Design forwarding_tracker, sky130hd; sources not shown.
==> run_1/clock_wires.png <==
Bar = 20 um.
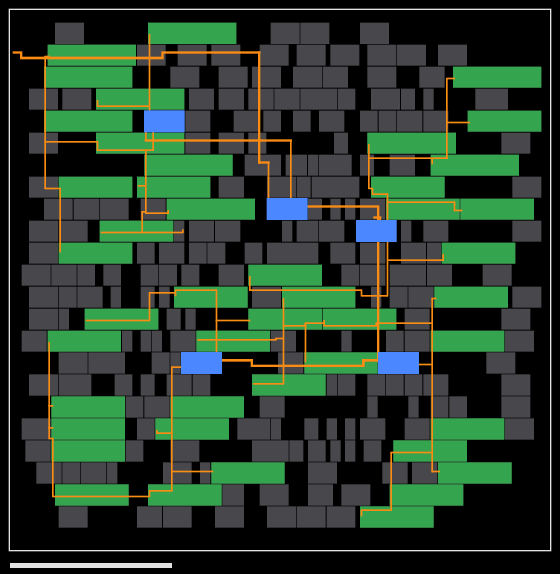
[clock-net drivers] blue | count: 5
[flip-flops] green | count: 45
[clock wires] orange | length: 503 um
flops lie	all over the die
routed clock nets	6
insertion delay to the later sink of the worst-skew pair: 290 ps
power dissipated in the clock network: 0.191 mW

==> run_1/congestion_map.png <==
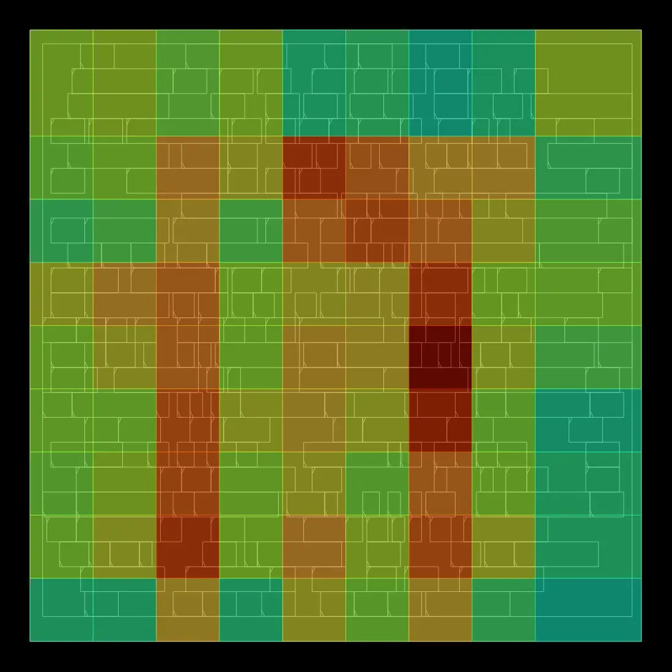
all-layer global routing usage: 22.8%
busiest metal layer after global routing: met2

==> run_1/ff_map.png <==
Bar = 20 um. Other sequential cells in the stronger gray, the rest of the logic in the fainter gray.
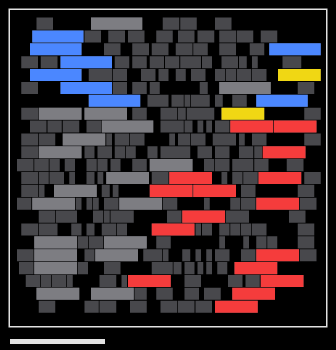
netlist name	color	flops
r_dst	blue	8
r_valid	yellow	2
fwd_count	red	16
not colored	19
fraction of area in registers: 41.1%
post-route core utilization: 71.3%
seq pwr: 0.366 mW
combined flip-flop and latch cell area: 1180 um^2

==> results.txt, run 1 <==
The synthesis and PnR run went through. Number of buffers created by CTS landed at 5. Setup slack closes at 1710 ps. Yosys reports that the leading cell type by area covers 39.0% of the netlist area. Across all register-to-register paths, the minimum setup slack is 2990 ps. Highest clock rate landed at 0.267 GHz.

Share of final-layout standard cells stronger than drive strength 1 landed at 7.35%. TritonCTS built the clock tree. For reference, the critical path cell chain is clkdlybuf4s50_1, xor2_1, nor4_2, o21ai_0, nand2_1, and3_2, clkdlybuf4s50_1. Along the worst hold path, the cell count comes to 1.

Critical path's largest stage delay landed at 530 ps. The via count of the first global-routing pass was 1,553. The top cell type in the final layout, fill and taps aside, is sky130_fd_sc_hd__clkdlybuf4s50_1. The timing report shows that the slowest cell on the worst path is sky130_fd_sc_hd__clkdlybuf4s50_1.

Tally of unique sky130hd cells used after synthesis landed at 31. Level count of the clock H-tree landed at 2. The tree is rooted in a sky130_fd_sc_hd__clkbuf_8. The final power report lists total power as 0.607 mW. According to the report, the first pass of detailed routing completed in 4 iterations. OpenROAD reports that the post-layout worst path occupies 68.7% of the period. DRC violation count after routing landed at 0. Final hold analysis gives a worst-case slack of 498 ps. Total wirelength of the detailed-routed design landed at 4390 um. Proportion of total power due to net switching landed at 22.5%. Number of warning messages in the logs landed at 26.

Area added between synthesis and finish landed at 31.6%. In this design, the critical path's most frequently occurring cell is sky130_fd_sc_hd__clkdlybuf4s50_1. The synthesized design contains 11 enable-type register cells.

After the first detailed-routing iteration, the DRC count stood at 123. Portion of total power attributed to sequential cells landed at 60.3%. Counting flops with an async set or reset pin after synthesis yields a share of 75.6%. Setup repair after global routing left no endpoint under its margin.

The final report gives the standard cell area, fillers excluded, as 2870 um^2. The worst path in the final design needs a cycle of 3740 ps, including I/O delays and setup. Total nets after synthesis landed at 206. Buffers placed on the I/O ports in this run total 58.

The flow ran to the end, and the final reports show no timing, DRC or antenna violations. Warnings reported by Yosys during synthesis add up to 0.
==> run 1: cells by family (layout without fill, tap and decap cells) <==
| kind of cell | count (synthesis) | in the layout | share of synthesized area, % |
|---|---|---|---|
| AND/OR/NAND/NOR | 73 | 73 | 19.8 |
| XOR/XNOR | 46 | 46 | 18.5 |
| flip-flops | 45 | 45 | 54.1 |
| buffers and inverters | 7 | 70 | 2.46 |
| AND-OR/OR-AND | 6 | 6 | 2.46 |
| multiplexers | 3 | 3 | 1.55 |
| adder cells (fa/ha/maj) | 2 | 2 | 1.15 |
==> run 1: power by group through the flow <==
stage | clock network, mW | registers (mW) | logic (mW)
3_3_place_gp | 0 | 0.373 | 0.0494
6_report | 0.191 | 0.366 | 0.0499
5_1_grt | 0.211 | 0.368 | 0.0551
3_5_place_dp | 0 | 0.373 | 0.0504
4_1_cts | 0.196 | 0.366 | 0.0507
2_1_floorplan | 0 | 0.371 | 0.0221
==> run 1: worst max-delay path: cells and delay by family <==
family / cells / cell delay, ps
buffers and inverters: 2 / 990
AND-OR/OR-AND: 1 / 200
XOR/XNOR: 1 / 190
AND/OR/NAND/NOR: 3 / 730
==> run 1: layout make-up <==
class / instances / area [um^2] / area share [%]
clock inverter: 1 / 5.00 / 0.174
sequential: 45 / 1180 / 41.1
inverter: 4 / 15.0 / 0.523
tap: 50 / 62.6 / 2.18
timing repair buffer: 59 / 588 / 20.5
clock buffer: 6 / 72.6 / 2.53
multi-input combinational: 130 / 948 / 33.0
==> run 1: routing by layer <==
layer	share of wire (%)	global-route usage, %
met1	48	32.4
met2	46	34.7
met3	4.9	6.16
met4	0.71	4.79
met5	0	0
==> run 2: changes to the inputs <==
CORE_UTILIZATION = 48   (was 52)
PLACE_DENSITY = 0.8   (was 0.85)
clock period = 3.9 ns   (was 5.45 ns; I/O delays follow)
==> run_2/congestion_map.png <==
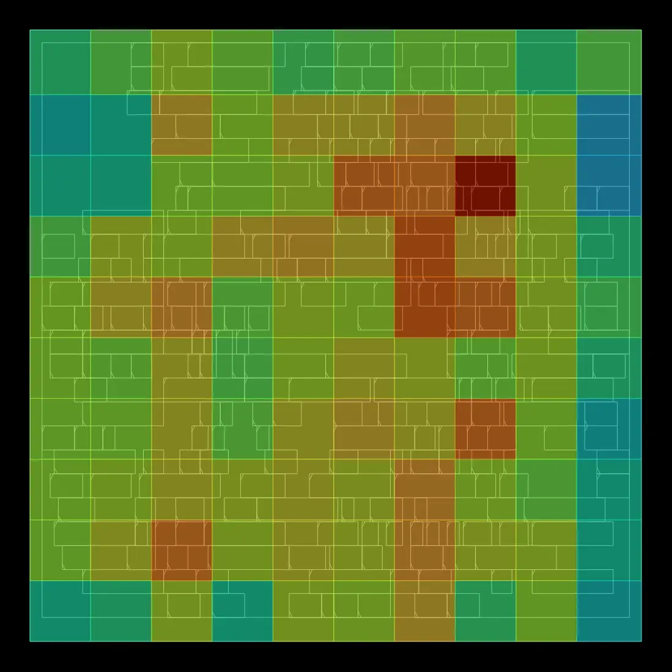
global routing met2 resource utilization: 27.8%
post-route core utilization: 66.1%
wire length per cell: 14.2 um
met3 track demand over resource: 4.51%
all-layer global routing usage: 18.8%

==> run 2 against run 1 <==
  * Clock power grew 45%
  * Power grew 41%
  * Die area is 8.1% higher
  * Hold slack gained 1.5 ps
  * Register-to-register slack lost 1500 ps
  * Clock skew rose by 3.3 ps
  * Sequential share of layout area is 0.11 points lower
  * Core utilization is 5.2 points lower
  * Synthesized cell count unchanged
  * Largest power group unchanged
==> results.txt, run 2 <==
The synthesis and PnR run went through. Result of the run: completed (unchanged). The type of the worst setup path was in -> out (unchanged). Vertical die size landed at 69.4 um (was 66.8 um). The family with the most delay on the worst path is buffers and inverters (unchanged).

The sum of net half-perimeters after detailed placement is 3190 um (was 3230 um). Initial core utilization landed at 50.1% (was 54.2%). The reported leakage power is 1.18 nW (about the same). RSZ-0062 raised after global routing: no (unchanged). The count of port buffers added during placement came to 58 (unchanged). The share of flip-flops with an asynchronous set or reset was 75.6% (unchanged). The iteration-0 DRC count of the detailed router is 92 (was 123). The worst clock skew was 6.66 ps (was 3.32 ps). Overall power after layout landed at 0.856 mW (was 0.607 mW). The most prevalent standard cell on the critical path is sky130_fd_sc_hd__clkdlybuf4s50_1 (unchanged). The critical path's largest stage delay was 520 ps (was 530 ps). Horizontal die dimension landed at 69.4 um (was 66.8 um). Count of synthesis-stage warnings from yosys landed at 0 (unchanged).

First-pass GRT wire length landed at 7110 um (was 7330 um). The antenna cell count came to 0 (unchanged). Worst-skew pair later-pin latency landed at 290 ps (about the same). Flop and latch count out of synthesis landed at 45 (unchanged). Portion of the clock cycle consumed by the worst path in the final layout landed at 83.8%. The clock transition at the register clock pins on the worst setup and hold paths after CTS is 70 ps (was 80 ps). DRC violation count after routing landed at 0 (unchanged). The top-area cell type share of the netlist area came to 39.0% (unchanged). Top cell types by occurrence after synthesis: sky130_fd_sc_hd__dfrtp_1 (34), sky130_fd_sc_hd__xnor2_1 (34), sky130_fd_sc_hd__nand4_1 (20), sky130_fd_sc_hd__nand2_1 (17), sky130_fd_sc_hd__xor2_1 (12) (unchanged). Tally of unique sky130hd cells used after synthesis landed at 31 (unchanged). The final-report hold violation count came to 0 (unchanged).

The number of warning messages in the logs was 26 (unchanged). The net count of the finished layout came to 269 (unchanged). The area fraction in compound gates after synthesis came to 2.46% (unchanged). The smallest clock period supported by the final layout is computed as 3270 ps. Detailed-router iteration count before antenna repair landed at 4 (unchanged). The mean instance size in the synthesized netlist is 12.0 um^2 (unchanged). Hold-critical path depth landed at 1 (unchanged). The kind of end point of the critical path was an output port (unchanged). The main logic family after synthesis is simple AND/OR/NAND/NOR gates (unchanged). Total wirelength of the detailed-routed design landed at 4250 um (was 4390 um).

The setup slack of the most critical reg-to-reg path was 1450 ps (was 2990 ps). The via-per-instance ratio came to 5.24 (was 5.43). Share of final-layout standard cells stronger than drive strength 1 landed at 7.32% (was 7.35%). Instance tally after logic synthesis landed at 182 (unchanged). The maximum fanout along the worst path was 5 (unchanged). The via count of the first global-routing pass was 1,456 (was 1,553). The clock tree buffer depth is 2 (unchanged). The max-slew headroom at the worst pin came to 63.8% (was 62.8%). Timing would allow up to 0.306 GHz. Cells along the critical path: clkdlybuf4s50_1, xor2_1, nor4_2, o21ai_0, nand2_1, and3_2, clkdlybuf4s50_1 (unchanged). Number of buffers inserted to repair setup after CTS landed at 0 (unchanged).

Placement row count landed at 24 (was 23). The critical-path cell with the highest stage delay was sky130_fd_sc_hd__clkdlybuf4s50_1 (unchanged). Post-synth tally of flip-flops with integrated enable landed at 11 (unchanged). Power per standard cell area landed at 297 nW/um^2 (was 211 nW/um^2). The area added between synthesis and finish came to 31.9% (was 31.6%). The root cell of the clock tree is sky130_fd_sc_hd__clkbuf_8 (unchanged). Commonest cells after routing, fill and taps aside: sky130_fd_sc_hd__clkdlybuf4s50_1 (58), sky130_fd_sc_hd__xnor2_1 (34), sky130_fd_sc_hd__dfrtp_1 (34) (unchanged). The TritonCTS clock tree is yes (unchanged). Area enclosed by the die boundary landed at 4820 um^2 (was 4460 um^2).

Adder-cell area share of the yosys netlist landed at 1.15% (unchanged). The area fraction in mux cells came to 1.55% (unchanged). Total nets after synthesis landed at 206 (unchanged). Number of top-level pins landed at 59 (unchanged). The number of buffers added to fix hold violations after cts was 0 (unchanged).

Area share of and/or/nand/nor cells after synthesis landed at 19.8% (unchanged). Level count of the clock H-tree landed at 2 (unchanged). Number of stages on the worst setup path landed at 7 (unchanged). The number of buffers created by CTS is 5 (unchanged). The number of buffer and inverter stages on the critical path was 2 (unchanged). Total global routing overflow landed at 0 (unchanged). The total setup violations reported at the end of the flow is 0 (unchanged). Number of cell instances after yosys synthesis landed at 182 (unchanged). The most frequent logic cell in the layout was sky130_fd_sc_hd__clkdlybuf4s50_1 (unchanged). Number of antenna violations at the first check in global routing landed at 0 (unchanged). The synthesized-area fraction occupied by xor and xnor cells is 18.5% (unchanged). Area of the core landed at 4350 um^2 (was 4030 um^2).
==> run 2: cell counts after synthesis <==
No cell type changed its count.
==> run 2: area by class of cell <==
cell class | instances | area (um^2)
Inverter | 4 | 15.0
Fill cell | 324 | 1470
Multi-Input combinational cell | 130 | 948
Sequential cell | 45 | 1180
Clock inverter | 1 | 6.26
Tap cell | 52 | 65.1
Timing Repair Buffer | 59 | 588
Clock buffer | 7 | 76.3
==> run 2: worst register-to-register path, delay by kind of cell, from the launching register on <==
family,cells,cell delay (ps)
flip-flops,1,440
AND-OR/OR-AND,1,270
AND/OR/NAND/NOR,4,990
multiplexers,1,400
adder cells (fa/ha/maj),1,240
==> run 2: cell families after synthesis <==
family / after synthesis
xor+xnor: 46
fa+ha+maj: 2
compound gates: 6
simple gates: 73
mux: 3
buf+inv: 7
flops: 45
==> run 2: metal layers <==
| metal | vias to the layer above | track usage (%) | wire length (um) |
|---|---|---|---|
| li1 | 772 | - | - |
| met1 | 750 | 27.0 | 2040 |
| met2 | 35 | 27.8 | 1970 |
| met3 | 6 | 4.51 | 159 |
| met4 | 0 | 6.80 | 68 |
| met5 | - | 0 | 0 |
==> run 2: power breakdown <==
group          total, mW  internal (mW)  leakage (nW)  switching (mW)
Clock              0.276          0.127        0.0428           0.148
Combinational     0.0695         0.0388         0.556          0.0307
Sequential         0.511          0.497         0.581          0.0139
==> run 2: through the flow <==
stage | cells | cell area (um^2) | worst slack (ps) | hold WS [ps]
after global routing | 298 | 2880 | 504 | 519
after detailed placement | 290 | 2800 | 610 | 484
final | 298 | 2880 | 633 | 500
after global placement | 290 | 2800 | 693 | 479
after floorplan | 182 | 2180 | 1710 | 451
after CTS | 298 | 2880 | 615 | 501
Power is estimated from default activity; no workload was simulated.
